<file path="src/rtl/tt_um_aditya_patra_ranger.sv">
// -----------------------------------------------------------------------------
// tt_um_aditya_patra_ranger
//
// Round-robin scanner for three ultrasonic ranging sensors. Each sensor is
// triggered in turn (0,1,2,0,...). Its echo pulse width is measured and
// turned into an "obstacle close" flag for that direction, which the
// warning state machine downstream consumes.
//
// Ports
//   clk      : single clock, all state on the rising edge
//   rst_n    : asynchronous active-low reset
//   ena      : design enable; low returns the scanner to IDLE with flags cleared
//   ui_in    : [2:0] raw echo inputs for sensors 0..2, [7:3] unused
//   uo_out   : [2:0] close flags, [3] busy, [5:4] active sensor index, [7:6] 0
//   uio_in   : unused
//   uio_out  : [2:0] trigger outputs for sensors 0..2, [7:3] 0
//   uio_oe   : constant 8'b00000111 (trigger pins driven)
//
// Build option
//   RANGER_HYST_EN : when defined, a flag changes only after two consecutive
//                    results that disagree with it. Otherwise every result is
//                    written straight to the flag.
// -----------------------------------------------------------------------------
module tt_um_aditya_patra_ranger #(
   parameter int TRIG_CYCLES  = 10,
   parameter int RISE_TIMEOUT = 5000,
   parameter int ECHO_MAX     = 30000,
   parameter int THRESH       = 5800,
   parameter int GAP_CYCLES   = 60000
) (
   input  logic       clk,
   input  logic       rst_n,
   input  logic       ena,
   input  logic [7:0] ui_in,
   output logic [7:0] uo_out,
   input  logic [7:0] uio_in,
   output logic [7:0] uio_out,
   output logic [7:0] uio_oe
);

   typedef enum logic [2:0] {
      IDLE      = 3'd0,
      TRIG      = 3'd1,
      WAIT_RISE = 3'd2,
      MEASURE   = 3'd3,
      GAP       = 3'd4
   } state_t;

   // The counter restarts at 0 on state entry, so "held N cycles" means the
   // exit fires while the counter shows N-1.
   localparam logic [15:0] TRIG_LAST = 16'(TRIG_CYCLES - 1);
   localparam logic [15:0] RISE_LAST = 16'(RISE_TIMEOUT - 1);
   localparam logic [15:0] ECHO_LAST = 16'(ECHO_MAX - 1);
   localparam logic [15:0] GAP_LAST  = 16'(GAP_CYCLES - 1);
   localparam logic [16:0] THRESH_W  = 17'(THRESH);

   state_t      state;
   logic [1:0]  idx;
   logic [15:0] cnt;
   logic [2:0]  flags;
   logic [2:0]  trig;
   logic [2:0]  echo_s1;
   logic [2:0]  echo_s2;
   logic        echo_cur;
   logic        res_valid;
   logic        res_close;
   logic [16:0] width;
   logic [2:0]  flags_nx;
   logic        busy;
`ifdef RANGER_HYST_EN
   logic [2:0]  pend;
   logic [2:0]  pend_nx;
`endif

   // Pins this block never looks at.
   logic unused_ok;
   assign unused_ok = &{1'b0, uio_in, ui_in[7:3]};

   function automatic logic [15:0] sat_inc(input logic [15:0] v);
      return (v == 16'hFFFF) ? v : v + 16'd1;
   endfunction

   function automatic logic [1:0] next_idx(input logic [1:0] i);
      return (i == 2'd2) ? 2'd0 : i + 2'd1;
   endfunction

   function automatic logic [2:0] onehot(input logic [1:0] i);
      logic [2:0] r;
      r = 3'b000;
      case (i)
         2'd0:    r = 3'b001;
         2'd1:    r = 3'b010;
         2'd2:    r = 3'b100;
         default: r = 3'b000;
      endcase
      return r;
   endfunction

   // Two-flop synchronizer on every echo input.
   always_ff @(posedge clk or negedge rst_n) begin
      if (!rst_n) begin
         echo_s1 <= 3'b000;
         echo_s2 <= 3'b000;
      end else begin
         echo_s1 <= ui_in[2:0];
         echo_s2 <= echo_s1;
      end
   end

   always_comb begin
      echo_cur = 1'b0;
      case (idx)
         2'd0:    echo_cur = echo_s2[0];
         2'd1:    echo_cur = echo_s2[1];
         2'd2:    echo_cur = echo_s2[2];
         default: echo_cur = 1'b0;
      endcase
   end

   // The synchronized echo was already high for the one WAIT_RISE cycle
   // that detected the rise, so the pulse width is the counter plus one.
   assign width = {1'b0, cnt} + 17'd1;

   // Measurement result, valid on the exit cycle of WAIT_RISE or MEASURE.
   always_comb begin
      res_valid = 1'b0;
      res_close = 1'b0;
      case (state)
         WAIT_RISE: begin
            if (!echo_cur && cnt == RISE_LAST) res_valid = 1'b1;
         end
         MEASURE: begin
            if (!echo_cur) begin
               res_valid = 1'b1;
               res_close = (width < THRESH_W);
            end else if (cnt == ECHO_LAST) begin
               res_valid = 1'b1;
            end
         end
         default: ;
      endcase
   end

   // Flag update for the active sensor only.
   always_comb begin
      flags_nx = flags;
`ifdef RANGER_HYST_EN
      pend_nx  = pend;
      if (res_valid) begin
         if (res_close == flags[idx]) begin
            pend_nx[idx] = 1'b0;
         end else if (pend[idx]) begin
            flags_nx[idx] = res_close;
            pend_nx[idx]  = 1'b0;
         end else begin
            pend_nx[idx] = 1'b1;
         end
      end
`else
      if (res_valid) flags_nx[idx] = res_close;
`endif
   end

   always_ff @(posedge clk or negedge rst_n) begin
      if (!rst_n) begin
         state <= IDLE;
         idx   <= 2'd0;
         cnt   <= 16'd0;
         flags <= 3'b000;
         trig  <= 3'b000;
`ifdef RANGER_HYST_EN
         pend  <= 3'b000;
`endif
      end else if (!ena) begin
         state <= IDLE;
         idx   <= 2'd0;
         cnt   <= 16'd0;
         flags <= 3'b000;
         trig  <= 3'b000;
`ifdef RANGER_HYST_EN
         pend  <= 3'b000;
`endif
      end else begin
         cnt   <= sat_inc(cnt);
         flags <= flags_nx;
`ifdef RANGER_HYST_EN
         pend  <= pend_nx;
`endif
         case (state)
            IDLE: begin
               state <= TRIG;
               cnt   <= 16'd0;
               trig  <= onehot(idx);
            end
            TRIG: begin
               if (cnt == TRIG_LAST) begin
                  state <= WAIT_RISE;
                  cnt   <= 16'd0;
                  trig  <= 3'b000;
               end
            end
            WAIT_RISE: begin
               // Rise is checked before timeout so an echo already high on
               // entry is taken as a rise on the first cycle.
               if (echo_cur) begin
                  state <= MEASURE;
                  cnt   <= 16'd0;
               end else if (cnt == RISE_LAST) begin
                  state <= GAP;
                  cnt   <= 16'd0;
               end
            end
            MEASURE: begin
               if (!echo_cur || cnt == ECHO_LAST) begin
                  state <= GAP;
                  cnt   <= 16'd0;
               end
            end
            GAP: begin
               if (cnt == GAP_LAST) begin
                  state <= TRIG;
                  cnt   <= 16'd0;
                  idx   <= next_idx(idx);
                  trig  <= onehot(next_idx(idx));
               end
            end
            default: begin
               state <= IDLE;
               cnt   <= 16'd0;
               trig  <= 3'b000;
            end
         endcase
      end
   end

   assign busy    = (state == TRIG) || (state == WAIT_RISE) || (state == MEASURE);
   assign uo_out  = {2'b00, idx, busy, flags};
   assign uio_out = {5'b00000, trig};
   assign uio_oe  = 8'b00000111;

endmodule

</file>
<file path="config.mk">
export PLATFORM = sky130hd
export DESIGN_NAME = tt_um_aditya_patra_ranger
export DESIGN_NICKNAME = d
export VERILOG_FILES = /design/src/rtl/tt_um_aditya_patra_ranger.sv
export SDC_FILE = /design/constraint.sdc
export NUM_CORES = 1
export LEC_CHECK = 0
export CAP_MARGIN = 20
export CORE_AREA = 2 2 64 81
export CTS_CLUSTER_SIZE = 30
export DETAILED_ROUTE_END_ITERATION = 8
export DIE_AREA = 0 0 66 83
export PLACE_DENSITY = 0.74
export SYNTH_ARGS = -nofsm -noshare
export SYNTH_HDL_FRONTEND = slang
export SYNTH_SLANG_ARGS = --single-unit
</file>
<file path="constraint.sdc">
create_clock -name clk -period 2.2 [get_ports clk]
set_input_delay 0.33 -clock clk [delete_from_list [all_inputs] [get_ports clk]]
set_output_delay 0.33 -clock clk [all_outputs]
set_load 0.01 [all_outputs]
</file>
Local utilization:
7 x 8 tiles, from white (low) to dark blue (high), 0 to 100% covered.
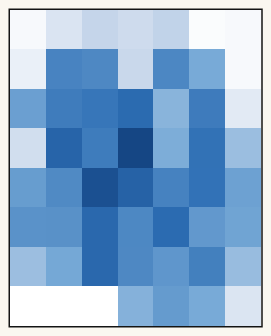
nearly empty tiles: 5.4%
mean over tiles: 48%
emptiest ninth of the die: top right
densest ninth of the die: middle
fullest tile: 91%

I/O pins on the die edge:
Pins as bars across the die edge, other pins in grey.
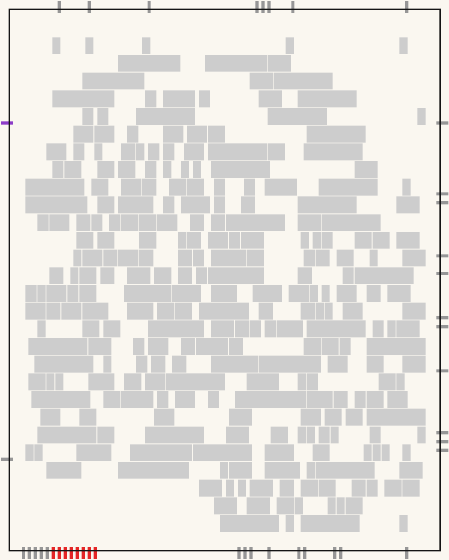
[uio_in] red | pins: 8 | direction: input | edge: bottom
[clk] purple | pins: 1 | direction: input | edge: left
all pins by edge: 22 bottom, 11 right, 8 top, 2 left
die x size: 66 um
Port Buffers: 14
Die Y-Extent: 83 um

Routed clock nets over the placement:
The bar under the picture is 20 um long.
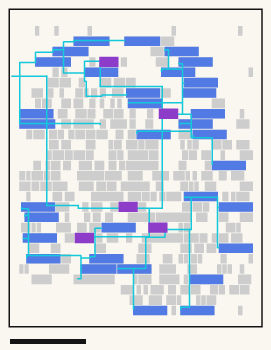
[clock wires] cyan | length: 497 um
[flip-flops] blue | count: 33
[clock-net drivers] purple | count: 5
flops lie: all over the die
routed clock nets: 6

==> impl_metrics.ini <==
; flow metrics
[pwr]
p_per_area_mw_per_mm2 = 721.0
power_leakage_nw = 1.099
netSwitchingFraction = 0.2980
irDropWorstVdd_v = 0.0004369
p_seq_frac = 0.347

[logic_synthesis]
synth_warnings = 0
simple_gate_share = 0.2641
ys_sh_aoi = 0.1434
xor_share = 0.05328
synthCells = 235
most_common_cell = dfrtp_1
yosys_area_mm2 = 0.002137
ys_sh_mux = 0.02810
ys_cells = 235
synth.distinct_cells = 53
synth_top_flop_cell = dfrtp_1
top_area_cell = dfrtp_1
edf_count = 0
syn_avg_cell_area_um2 = 9.094
ys_seq_share = 0.3864
ys.flops = 33
netlist_area_mm2 = 0.002137

[drt]
vias = 1832
antenna_left = 0
drcViolationCount = 0
wl_per_cell_um = 15.46

[timing]
fin_ws_ns = 0.04684
clock_skew_ns = 0.008156
fin_crit_ns = 2.153
totalNegativeSetupSlack_ns = 0
hold_ws_ns = 0.3516
grt_setup_unrepaired = true
hold_viol = 0
setup_violations = 0
clock.fmax_mhz = 464.4

[final_layout]
buffers = 49
fin_area_mm2 = 0.002714
ff_count = 33
fin_nets = 290
fin_cells = 330
nNonClkInverters = 3
diodes = 0
buffer_area_frac = 0.1591
dominant-cell-class = combinational gates
area_delta_synth_final_pct = 26.99
num-multi-input-gates = 177
fill_cells = 437
comb_area_mm2 = 0.001229
sh_comb_area = 0.4527
seq_share = 0.3071
drive_above_1_share = 0.2630

[clock_tree]
cts_tree = built
clock_sinks = 33
htreeDepth = 2
postCtsHoldBufs = 0
clk_pin_slew_ns = 0.07
cts_buffers = 5
clock_path_buffers = 2
cts-resized-gates = 7
post-cts-setup-buffer-count = 0

[place]
preCtsSetupSlack_ns = -0.1651
dp.cells = 318
place_congestion = 0.9419

[floorplanning]
taps = 60
core_mm2 = 0.004695
io_pins = 43

[worst_setup_path]
rr_startpoint = cnt[1]$_DFF_PN0_
reg2reg_to = flags[1]$_DFFE_PN0P_
critPathCapture = flags[1]$_DFFE_PN0P_
crit_arrival_ns = 2.36
crit_path_start = cnt[1]$_DFF_PN0_
end_kind = flop
worstPathRequired_ns = 2.41

[min_path]
hold_end = echo_s2[1]$_DFF_PN0_
hold_depth = 0

[grt]
overflow = 0
grt_pass1_wl_mm = 8.280
grt_max_degree = 34

[outcome]
outcome = finished clean
==> worst max-delay path, stage by stage, from the launching register on <==
cell       delay [ns]
dfrtp_1          0.37
ha_2             0.19
and3_4           0.22
buf_12           0.11
o211ai_1         0.08
a22o_1           0.20
a2111oi_2        0.45
buf_4            0.18
o21ai_1          0.10
mux2i_1          0.16
==> placed cells by master (no fill, tap or decap), drive strengths merged, types with 3 or more instances in the layout <==
master and n:
nor2 15, xor2 7, xnor2 6, nor2b 7, mux2i 6, nor3 8
nor4 6, o21ai 3, buf 35, clkbuf 5, nand3b 3, nand2b 3
and3 6, nor4b 4, nand2 17, dfrtp 33, clkdlybuf4s50 14, inv 3
nand3 8, a21oi 20, conb 15, nand4 7
==> metal layers <==
| layer | vias up | share of wire | track usage |
|---|---|---|---|
| met1 | 887 | 0.42 | 0.2458 |
| met4 | 0 | 0.026 | 0.08905 |
| met5 | - | 0 | 0 |
| met3 | 11 | 0.029 | 0.04336 |
| met2 | 40 | 0.53 | 0.3113 |
| li1 | 894 | - | - |
==> sequential cells by signal, indices dropped and copies added, names as in the netlist <==
name and count:
flags 3, echo_s2 3, state 3, trig 3
echo_s1 3, idx 2, cnt 16
==> power groups by stage <==
| stage | clock network (mW) | logic [mW] | registers [mW] |
|---|---|---|---|
| detailed placement | 0 | 0.546 | 0.690 |
| finish | 0.686 | 0.592 | 0.678 |
| global route | 0.724 | 0.640 | 0.685 |
| CTS | 0.696 | 0.553 | 0.678 |
| global placement | 0 | 0.536 | 0.688 |
| floorplan | 0 | 0.378 | 0.680 |
Power is estimated from default activity; no workload was simulated.
